**src/rtl/muap_arb.sv**
```systemverilog
// rtl/muap_arb.sv - round-robin merge of N_SRC spike-detector muap streams
// Per-source elastic buffers with drop counting feed one registered valid/ready output.
module muap_arb #(
    parameter int N_SRC     = 4,
    parameter int BUF_DEPTH = 4
) (
    input  logic                       clk,
    input  logic                       rst_n,
    input  logic [N_SRC-1:0]           src_valid,
    input  logic [32*N_SRC-1:0]        src_frame_No,
    input  logic [12*N_SRC-1:0]        src_ch,
    input  logic [32*N_SRC-1:0]        src_ch_hash,
    input  logic [32*N_SRC-1:0]        src_data,
    output logic                       muap_valid,
    input  logic                       muap_ready,
    output logic [31:0]                muap_frame_No,
    output logic [11:0]                muap_ch,
    output logic [31:0]                muap_ch_hash,
    output logic [31:0]                muap_data,
    output logic [$clog2(N_SRC)-1:0]   muap_src,
    output logic [N_SRC-1:0]           ovf,
    output logic [15:0]                drop_cnt,
    input  logic                       drop_clr
);

    localparam int SW = $clog2(N_SRC);
    localparam int PW = $clog2(BUF_DEPTH);
    localparam int CW = PW + 1;
    localparam int WW = 108;
    localparam logic [CW-1:0] FULL_CNT = CW'(BUF_DEPTH);

    logic [WW-1:0] mem_q [N_SRC][BUF_DEPTH];
    logic [WW-1:0] mem_d [N_SRC][BUF_DEPTH];
    logic [PW-1:0] wptr_q [N_SRC];
    logic [PW-1:0] wptr_d [N_SRC];
    logic [PW-1:0] rptr_q [N_SRC];
    logic [PW-1:0] rptr_d [N_SRC];
    logic [CW-1:0] cnt_q [N_SRC];
    logic [CW-1:0] cnt_d [N_SRC];

    logic          muap_valid_q, muap_valid_d;
    logic [WW-1:0] out_word_q, out_word_d;
    logic [SW-1:0] muap_src_q, muap_src_d;
    logic [SW-1:0] last_grant_q, last_grant_d;
    logic [N_SRC-1:0] ovf_q, ovf_d;
    logic [15:0]   drop_cnt_q, drop_cnt_d;

    logic          load_en;
    logic          found;
    logic [SW-1:0] gnt;
    logic [SW-1:0] cand;
    logic [N_SRC-1:0] pop;
    logic [N_SRC-1:0] wr_en;
    logic [N_SRC-1:0] drop;
    logic [3:0]    ndrop;
    logic [16:0]   drop_sum;

    always_comb begin
        load_en = !muap_valid_q || muap_ready;

        // Search starts one past the last grant; only pre-edge occupancy is eligible.
        found = 1'b0;
        gnt   = '0;
        cand  = '0;
        for (int k = 1; k <= N_SRC; k++) begin
            cand = SW'((int'(last_grant_q) + k) % N_SRC);
            if (!found && cnt_q[cand] != '0) begin
                found = 1'b1;
                gnt   = cand;
            end
        end

        mem_d  = mem_q;
        wptr_d = wptr_q;
        rptr_d = rptr_q;
        cnt_d  = cnt_q;
        pop    = '0;
        wr_en  = '0;
        drop   = '0;
        ndrop  = '0;
        for (int i = 0; i < N_SRC; i++) begin
            pop[i]   = load_en && found && (gnt == SW'(i));
            wr_en[i] = src_valid[i] && ((cnt_q[i] != FULL_CNT) || pop[i]);
            drop[i]  = src_valid[i] && (cnt_q[i] == FULL_CNT) && !pop[i];
            if (wr_en[i]) begin
                mem_d[i][wptr_q[i]] = {src_frame_No[32*i +: 32], src_ch[12*i +: 12],
                                       src_ch_hash[32*i +: 32], src_data[32*i +: 32]};
                wptr_d[i] = wptr_q[i] + PW'(1);
            end
            if (pop[i]) begin
                rptr_d[i] = rptr_q[i] + PW'(1);
            end
            cnt_d[i] = cnt_q[i] + {{PW{1'b0}}, wr_en[i]} - {{PW{1'b0}}, pop[i]};
            ndrop    = ndrop + {3'b000, drop[i]};
        end

        muap_valid_d = muap_valid_q;
        out_word_d   = out_word_q;
        muap_src_d   = muap_src_q;
        last_grant_d = last_grant_q;
        if (load_en) begin
            if (found) begin
                muap_valid_d = 1'b1;
                out_word_d   = mem_q[gnt][rptr_q[gnt]];
                muap_src_d   = gnt;
                last_grant_d = gnt;
            end else begin
                muap_valid_d = 1'b0;
            end
        end

        // A drop in the clear cycle survives the clear.
        drop_sum = {1'b0, drop_cnt_q} + {13'b0, ndrop};
        if (drop_clr) begin
            ovf_d      = drop;
            drop_cnt_d = {12'b0, ndrop};
        end else begin
            ovf_d      = ovf_q | drop;
            drop_cnt_d = drop_sum[16] ? 16'hFFFF : drop_sum[15:0];
        end
    end

    always_ff @(posedge clk or negedge rst_n) begin
        if (!rst_n) begin
            for (int i = 0; i < N_SRC; i++) begin
                wptr_q[i] <= '0;
                rptr_q[i] <= '0;
                cnt_q[i]  <= '0;
                for (int j = 0; j < BUF_DEPTH; j++) begin
                    mem_q[i][j] <= '0;
                end
            end
            muap_valid_q <= 1'b0;
            out_word_q   <= '0;
            muap_src_q   <= '0;
            last_grant_q <= SW'(N_SRC - 1);
            ovf_q        <= '0;
            drop_cnt_q   <= '0;
        end else begin
            mem_q        <= mem_d;
            wptr_q       <= wptr_d;
            rptr_q       <= rptr_d;
            cnt_q        <= cnt_d;
            muap_valid_q <= muap_valid_d;
            out_word_q   <= out_word_d;
            muap_src_q   <= muap_src_d;
            last_grant_q <= last_grant_d;
            ovf_q        <= ovf_d;
            drop_cnt_q   <= drop_cnt_d;
        end
    end

    assign muap_valid = muap_valid_q;
    assign {muap_frame_No, muap_ch, muap_ch_hash, muap_data} = out_word_q;
    assign muap_src   = muap_src_q;
    assign ovf        = ovf_q;
    assign drop_cnt   = drop_cnt_q;

endmodule

```
**config.mk**
```make
export PLATFORM = sky130hd
export DESIGN_NAME = muap_arb
export DESIGN_NICKNAME = d
export VERILOG_FILES = /design/src/rtl/muap_arb.sv
export SDC_FILE = /design/constraint.sdc
export NUM_CORES = 2
export LEC_CHECK = 0
export ABC_CLOCK_PERIOD_IN_PS = 4500
export CORE_MARGIN = 1
export CORE_UTILIZATION = 45
export DETAILED_ROUTE_END_ITERATION = 16
export PLACE_DENSITY = 0.7
export SLEW_MARGIN = 20
export SYNTH_ARGS = -nofsm -noshare
export SYNTH_HDL_FRONTEND = slang
export SYNTH_SLANG_ARGS = --single-unit
```
**constraint.sdc**
```tcl
create_clock -name clk -period 4.5 [get_ports clk]
set_input_delay 0.45 -clock clk [delete_from_list [all_inputs] [get_ports clk]]
set_output_delay 0.45 -clock clk [all_outputs]
set_load 0.01 [all_outputs]
```
==> results_dict.tcl <==
# collected from the flow reports
set metrics [dict create \
    slowest_delay_ps 570 \
    seqPwrFrac_pct 30.9 \
    finalInstanceArea_um2 105400 \
    drtAntennaViolNets 0 \
    fin_util_pct 53.81 \
    hpwl_mm 168.9 \
    wl_per_cell_um 26.28 \
    cts-buffers-inserted 198 \
    viasPerCell 6.146 \
    die_x_um 446.9 \
    grt_use_met1_pct 34.81 \
    syn-cell-area_um2 89070 \
    status "finished, final reports clean" \
    ys.flops 1889 \
    overflow 0 \
    grt_pass1_wl_mm 419.1 \
    setup_viol 0 \
    area_dominant_class "registers" \
    num_rows 162 \
    placed_cell_area_um2 98200 \
    leakage_nw 42.92 \
    sh_comb_area_pct 37.22 \
    switchingPower_mw 41.27 \
    fin_tns_setup_ps 0 \
    tap-cell-count 2624 \
    netSwitchingFraction_pct 41.88 \
    instances_no_fill 10540 \
    drc 0 \
    ys_sh_aoi_pct 10.21 \
    clk_share_pct 6.461 \
]
## power by group through the flow
stage | Clock, mW | Combinational (mW) | Sequential [mW]
after floorplan | 0 | 35.1 | 29.2
after global placement | 0 | 49.4 | 29.9
after detailed placement | 0 | 50.5 | 30.5
after CTS | 17.2 | 50.7 | 30.3
after global routing | 17.9 | 54.3 | 31.3
final | 17.0 | 51.1 | 30.4
## worst min-delay path by stage
stage	end	start	slack, ps
final	mem_q[644]	rst_n	220
after global routing	mem_q[671]	src_data[87]	240
after detailed placement	ovf[2]	ovf[2]	460
after floorplan	cnt_q[0]	rst_n	150
after global placement	ovf[2]	ovf[2]	460
after CTS	mem_q[1060]	src_frame_No[44]	210
## per-layer routing
layer	vias to the layer above	wire length, um
li1	27740	-
met1	33860	110900
met2	2478	135400
met3	606	18330
met4	72	11740
met5	-	465
Sequential cells grouped by signal name:
Scale bar: 100 um. Other sequential cells in the stronger grey, the rest of the logic in the fainter grey.
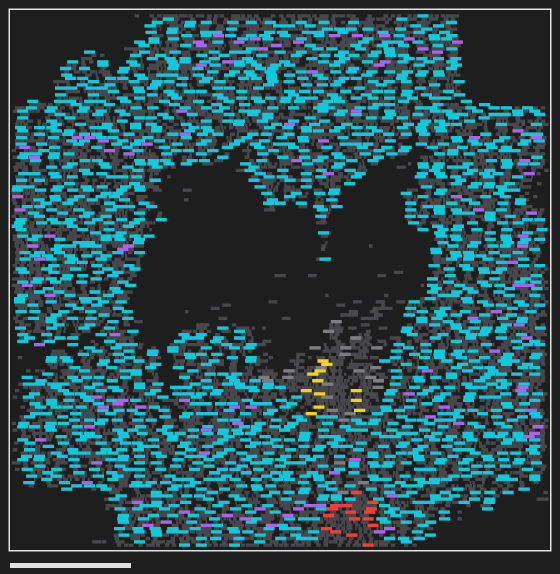
name in the netlist	colour	flops
out_word_q	purple	108
drop_cnt	red	16
cnt_q	yellow	12
mem_q	cyan	1728
not coloured	25

Nets reached from selected ports:
Scale bar: 100 um.
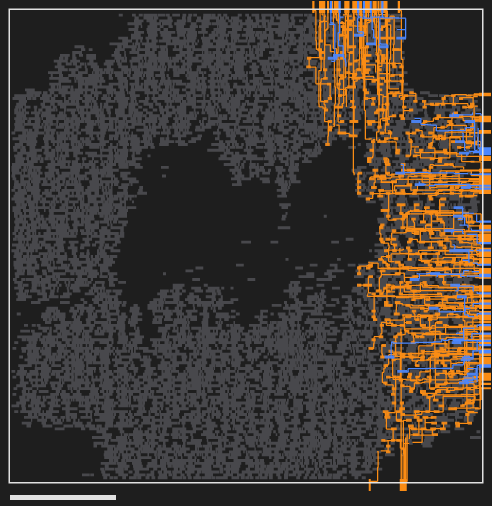
port	colour	direction	end cells	buffers	wire
muap_frame_No	blue	output	32	32	1510 um
src_frame_No	orange	input	512	128	12900 um

No activity file was given, so power comes from the tool's default toggle rates.
